===== src/rtl/wl_dac_if.sv =====
// wl_dac_if: config/control bus and DAC/wordline drive signals of the wordline DAC sequencer
interface wl_dac_if #(
  parameter int CODE_W    = 8,
  parameter int NUM_CODES = 8
);
  localparam int AW = $clog2(NUM_CODES);
  logic              cfg_we;
  logic [AW-1:0]     cfg_addr;
  logic [CODE_W-1:0] cfg_wdata;
  logic [AW:0]       num_steps;
  logic              start;
  logic              abort;
  logic              busy;
  logic              done;
  logic [AW-1:0]     step_idx;
  logic              dac_lock_en;
  logic [CODE_W-1:0] dac_data_out;
  logic              wl_pulse_en;
  modport master (
    output cfg_we, cfg_addr, cfg_wdata, num_steps, start, abort,
    input  busy, done, step_idx, dac_lock_en, dac_data_out, wl_pulse_en
  );
  modport slave (
    input  cfg_we, cfg_addr, cfg_wdata, num_steps, start, abort,
    output busy, done, step_idx, dac_lock_en, dac_data_out, wl_pulse_en
  );
endinterface


===== src/rtl/wl_dac_sequencer.sv =====
// wl_dac_sequencer: steps a DAC code table through lock strobe, settle wait and wordline pulse
module wl_dac_sequencer #(
  parameter int CODE_W        = 8,
  parameter int NUM_CODES     = 8,
  parameter int SETTLE_CYCLES = 16,
  parameter int PULSE_CYCLES  = 32
) (
  input logic     sys_clk,
  input logic     sys_rst,
  wl_dac_if.slave bus
);
  localparam int AW = $clog2(NUM_CODES);
  localparam int CW = $clog2((SETTLE_CYCLES > PULSE_CYCLES ? SETTLE_CYCLES : PULSE_CYCLES) + 1);
  typedef enum logic [2:0] {IDLE, LOAD, SETTLE, PULSE, DONE} state_t;
  state_t            state;
  logic [CODE_W-1:0] codes [NUM_CODES];
  logic [AW:0]       steps_lat;
  logic [AW:0]       steps_in;
  logic [CW-1:0]     cnt;
  logic [CODE_W-1:0] first_code;
  logic              last;
  logic              settle_end;
  logic              pulse_end;
  // a write landing in the start cycle must be visible to the first lock
  always_comb begin
    steps_in   = bus.num_steps > (AW+1)'(NUM_CODES) ? (AW+1)'(NUM_CODES) : bus.num_steps;
    first_code = bus.cfg_we && bus.cfg_addr == '0 ? bus.cfg_wdata : codes[0];
    last       = {1'b0, bus.step_idx} == steps_lat - 1'b1;
    settle_end = cnt == CW'(SETTLE_CYCLES - 1);
    pulse_end  = cnt == CW'(PULSE_CYCLES - 1);
  end
  always_ff @(posedge sys_clk) begin
    if (sys_rst) begin
      for (int i = 0; i < NUM_CODES; i++) codes[i] <= '0;
    end else if (bus.cfg_we && state == IDLE) begin
      codes[bus.cfg_addr] <= bus.cfg_wdata;
    end
  end
  always_ff @(posedge sys_clk) begin
    if (sys_rst) begin
      state            <= IDLE;
      steps_lat        <= '0;
      cnt              <= '0;
      bus.busy         <= 1'b0;
      bus.done         <= 1'b0;
      bus.step_idx     <= '0;
      bus.dac_lock_en  <= 1'b0;
      bus.dac_data_out <= '0;
      bus.wl_pulse_en  <= 1'b0;
    end else begin
      bus.done        <= 1'b0;
      bus.dac_lock_en <= 1'b0;
      case (state)
        IDLE: if (bus.start && !bus.abort) begin
          steps_lat    <= steps_in;
          bus.busy     <= 1'b1;
          bus.step_idx <= '0;
          if (steps_in == '0) begin
            state    <= DONE;
            bus.done <= 1'b1;
          end else begin
            state            <= LOAD;
            bus.dac_lock_en  <= 1'b1;
            bus.dac_data_out <= first_code;
          end
        end
        DONE: begin
          state    <= IDLE;
          bus.busy <= 1'b0;
        end
        default: if (bus.abort) begin
          state           <= IDLE;
          bus.busy        <= 1'b0;
          bus.wl_pulse_en <= 1'b0;
        end else if (state == LOAD) begin
          state <= SETTLE;
          cnt   <= '0;
        end else if (state == SETTLE) begin
          cnt <= settle_end ? '0 : cnt + 1'b1;
          if (settle_end) begin
            state           <= PULSE;
            bus.wl_pulse_en <= 1'b1;
          end
        end else begin
          cnt <= pulse_end ? '0 : cnt + 1'b1;
          if (pulse_end) begin
            bus.wl_pulse_en <= 1'b0;
            if (last) begin
              state    <= DONE;
              bus.done <= 1'b1;
            end else begin
              state            <= LOAD;
              bus.step_idx     <= bus.step_idx + 1'b1;
              bus.dac_lock_en  <= 1'b1;
              bus.dac_data_out <= codes[bus.step_idx + 1'b1];
            end
          end
        end
      endcase
    end
  end
endmodule


===== src/flat_wrapper.sv =====
// flat-port wrapper written by rule: the top's interface ports become plain ports
module wl_dac_sequencer_flat 
#(
  parameter int CODE_W        = 8,
  parameter int NUM_CODES     = 8,
  parameter int SETTLE_CYCLES = 16,
  parameter int PULSE_CYCLES  = 32
)
  (sys_clk, sys_rst, bus_cfg_we, bus_cfg_addr, bus_cfg_wdata, bus_num_steps, bus_start, bus_abort, bus_busy, bus_done, bus_step_idx, bus_dac_lock_en, bus_dac_data_out, bus_wl_pulse_en);
  wl_dac_if #(.CODE_W(CODE_W), .NUM_CODES(NUM_CODES)) bus_i ();
  input logic sys_clk;
  input logic sys_rst;
  input wire logic [$bits(bus_i.cfg_we)-1:0] bus_cfg_we;
  input wire logic [$bits(bus_i.cfg_addr)-1:0] bus_cfg_addr;
  input wire logic [$bits(bus_i.cfg_wdata)-1:0] bus_cfg_wdata;
  input wire logic [$bits(bus_i.num_steps)-1:0] bus_num_steps;
  input wire logic [$bits(bus_i.start)-1:0] bus_start;
  input wire logic [$bits(bus_i.abort)-1:0] bus_abort;
  output wire logic [$bits(bus_i.busy)-1:0] bus_busy;
  output wire logic [$bits(bus_i.done)-1:0] bus_done;
  output wire logic [$bits(bus_i.step_idx)-1:0] bus_step_idx;
  output wire logic [$bits(bus_i.dac_lock_en)-1:0] bus_dac_lock_en;
  output wire logic [$bits(bus_i.dac_data_out)-1:0] bus_dac_data_out;
  output wire logic [$bits(bus_i.wl_pulse_en)-1:0] bus_wl_pulse_en;
  assign bus_i.cfg_we = bus_cfg_we;
  assign bus_i.cfg_addr = bus_cfg_addr;
  assign bus_i.cfg_wdata = bus_cfg_wdata;
  assign bus_i.num_steps = bus_num_steps;
  assign bus_i.start = bus_start;
  assign bus_i.abort = bus_abort;
  assign bus_busy = bus_i.busy;
  assign bus_done = bus_i.done;
  assign bus_step_idx = bus_i.step_idx;
  assign bus_dac_lock_en = bus_i.dac_lock_en;
  assign bus_dac_data_out = bus_i.dac_data_out;
  assign bus_wl_pulse_en = bus_i.wl_pulse_en;
  wl_dac_sequencer #(.CODE_W(CODE_W), .NUM_CODES(NUM_CODES), .SETTLE_CYCLES(SETTLE_CYCLES), .PULSE_CYCLES(PULSE_CYCLES)) u_core (.sys_clk(sys_clk), .sys_rst(sys_rst), .bus(bus_i));
endmodule

===== config.mk =====
export PLATFORM = sky130hd
export DESIGN_NAME = wl_dac_sequencer_flat
export DESIGN_NICKNAME = d
export VERILOG_FILES = /design/src/rtl/wl_dac_if.sv /design/src/rtl/wl_dac_sequencer.sv /design/src/flat_wrapper.sv
export SDC_FILE = /design/constraint.sdc
export NUM_CORES = 1
export LEC_CHECK = 0
export CAP_MARGIN = 20
export CORE_AREA = 2 2 92 94
export CTS_CLUSTER_DIAMETER = 50
export DETAILED_ROUTE_END_ITERATION = 10
export DIE_AREA = 0 0 94 96
export GPL_TIMING_DRIVEN = 0
export HOLD_SLACK_MARGIN = 0.05
export MAX_ROUTING_LAYER = met4
export PLACE_DENSITY = 0.78
export RECOVER_POWER = 25
export SETUP_SLACK_MARGIN = 0.02
export SYNTH_ARGS = -nofsm -noshare
export SYNTH_HDL_FRONTEND = slang
export SYNTH_SLANG_ARGS = --single-unit

===== constraint.sdc =====
create_clock -name sys_clk -period 2.5 [get_ports sys_clk]
set_input_delay 0.75 -clock sys_clk [delete_from_list [all_inputs] [get_ports sys_clk]]
set_output_delay 0.75 -clock sys_clk [all_outputs]
set_load 0.02 [all_outputs]

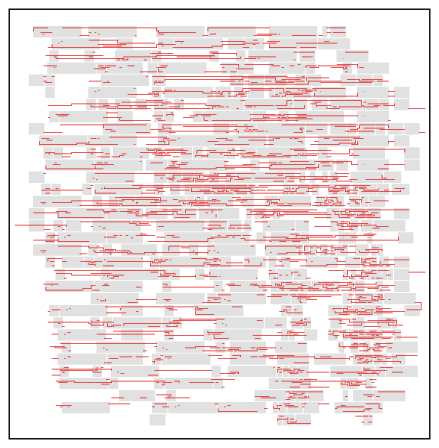
**Above:** met1 routing.
The wires run mostly horizontal. The longest straight run is 30.1 µm. The layer carries 3,940 µm of wire.
routed vias: 3,093
Routed WL: 10,000 µm
grt met1 use: 27.5%

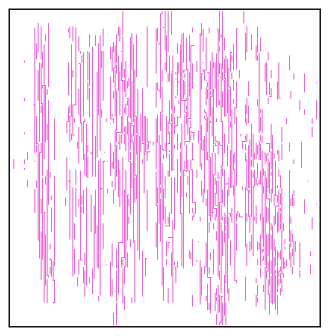
**Above:** signal wires on met2.
The wires run mostly vertical. The layer carries 5,230 µm of wire. The longest straight run is 49.0 µm.
met2 Use GR: 42.7%

==> out/qor.txt <==
Slew @ Worst Pin - 0.662 ns
Crit path required time - 2.55 ns
P_comb - 975 µW
Cell Int Power - 2.69 mW
Critical R2R Capture - u_core.codes[2][5]$_SDFFCE_PN0P_
CP startpoint kind - input port
Clock network area share - 3.86%
Number of enable flip-flop cells - 64
Setup CP Type - input port to flop
Invs w/o clock - 5
Well Taps - 105
Gr usage total - 24.1%
HPWL after detailed placement - 7100 µm
Final Critical Period - 2.39 ns
Pwr per Cell Area - 719 mW/mm²
Total gr overflow - 0
Hold_buf cts - 0
Die Span X - 94 µm
Design Area, Final - 0.00532 mm²
Hold Path Sink - u_core.bus.dac_data_out[7]$_SDFFE_PP0P_
CP Launch Point - bus_cfg_addr[0]
Adder share - 0.821%
Hold Path Class - flop to flop
CTS Buffer Depth - 2
Post-synth seq share - 54.3%
Syn_nets - 392
Core area - 0.00805 mm²
Mapped Cells - 369
Post-synth top cells - 68 x and2_1, 64 x edfxtp_1, 28 x dfxtp_1, 19 x nor2_1, 17 x mux2i_1
XOR/XNOR Fraction of Synth Area - 1.15%
Sw Ratio - 29.5%
Signal buf overhead - 8.94%
Row cnt - 33
Async SR Flop Fraction - 0%
Synth Cell Area - 0.00457 mm²
Nets - 441
Vias per cell - 5.86
Crit path buf inv count - 1
DRT iter0 DRCs - 149
Top-count cell post-synth - and2_1
IO Port Bufs - 34
Setup Skew - 0.0104 ns
Flop pwr share - 46.9%
Vias in the first global route - 3,065
Leakage power - 1.97 nW
Mux area share - 11.6%
Clk ins delay skew pair - 0.36 ns
Largest net degree at the start of global routing - 15
Metal-1 WL - 3940 µm
Nonclk buf count - 58
Reg clk slew, reported paths - 0.09 ns
Total power draw - 3.82 mW
Yosys Instances - 369
Layout area overhead - 16.2%
Logic Gate Count - 252
Reg2Reg Setup Slack - 0.18 ns
Commonest Layout Cell - edfxtp_1
Outcome - finished clean
TritonCTS buffer count - 9
Die footprint - 0.00902 mm²
CTS tree - built
Fin. max-slew vios - 0
Logic pwr share - 25.5%
DR top layer - met4
Cell Type Count - 55
Ports - 35
# diodes - 0
Area fraction in compound gates - 9.11%
Tcrit/Tclk final - 95.8%
Max power group - registers
Floorplan utilization - 56.8%
First-pass GRT wire length - 15,500 µm
Hold depth - 2
Endpoints failing setup - 0
Post-CTS Setup Bufs - 0
CTS-repair resized insts - 4
Max Freq - 418 MHz
Share of layout cells above drive strength 1 - 16.1%
Crit. End Element - flop
Commonest non-fill, non-tap cells in the layout - 64 x edfxtp_1, 57 x and2_1, 28 x dfxtp_1
Final hold violation count - 0
Yosys warning total - 0
Simple-gate share of the synthesized area - 20.4%
Largest register FFs - 64
Worst Slack Setup Final - 0.105 ns
RSZ-0062 raised after global routing - false
Slowest cell on crit path - or4b_4
Maxcap violations - 0
DR DRC count - 0
Clk. pwr - 1.05 mW
Worst hold slack - 0.477 ns
Cell taking the most area after synthesis - edfxtp_1
Clock share of power - 27.6%
Worst path max stage delay - 0.65 ns
Worst path arrival time - 2.45 ns
Initial antenna violation count - 0
Reg2reg path depth - 5
GRT busiest layer - met2
Cell depth of the worst setup path - 4
Non-Filler Instances - 528
Biggest regs - u_core.codes: 64 flops, u_core.bus.dac_data_out: 8 flops, u_core.cnt: 6 flops
RR Startpoint - u_core.state[2]$_SDFFE_PP0P_
Worst VDD drop - 0.372 mV
Met2 WL post-DR - 5230 µm
Area after DPL - 0.00505 mm²
Most flops, register - u_core.codes
Worst Path Max Fanout - 9
Clock net sink count - 92
Metal3 WL - 591 µm
Post-DRT Antenna Nets - 0
Clock buffer count - 13
Reg area - 0.00248 mm²
Main logic family - simple AND/OR/NAND/NOR gates
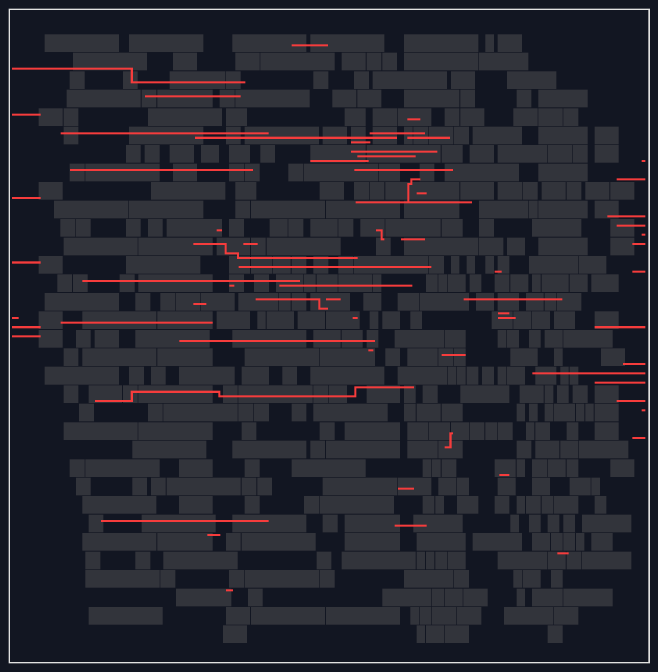
**Above:** met3 routing.
The longest straight run is 31.7 µm. The layer carries 592 µm of wire.
met3 Use GR: 3.60%

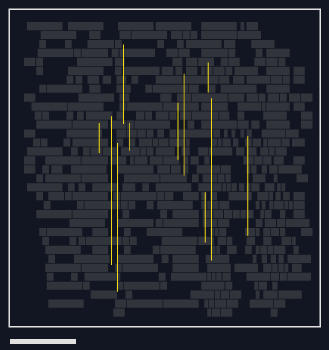
**Above:** metal 4.
The bar under the picture is 20 µm long.
The layer holds 2.8% of the routed length. The wires run mostly vertical. The longest straight run is 49.0 µm. The layer carries 281 µm of wire. 7 nets have wire on it.

Power figures rest on the tool's default switching activity, not on a simulated workload.
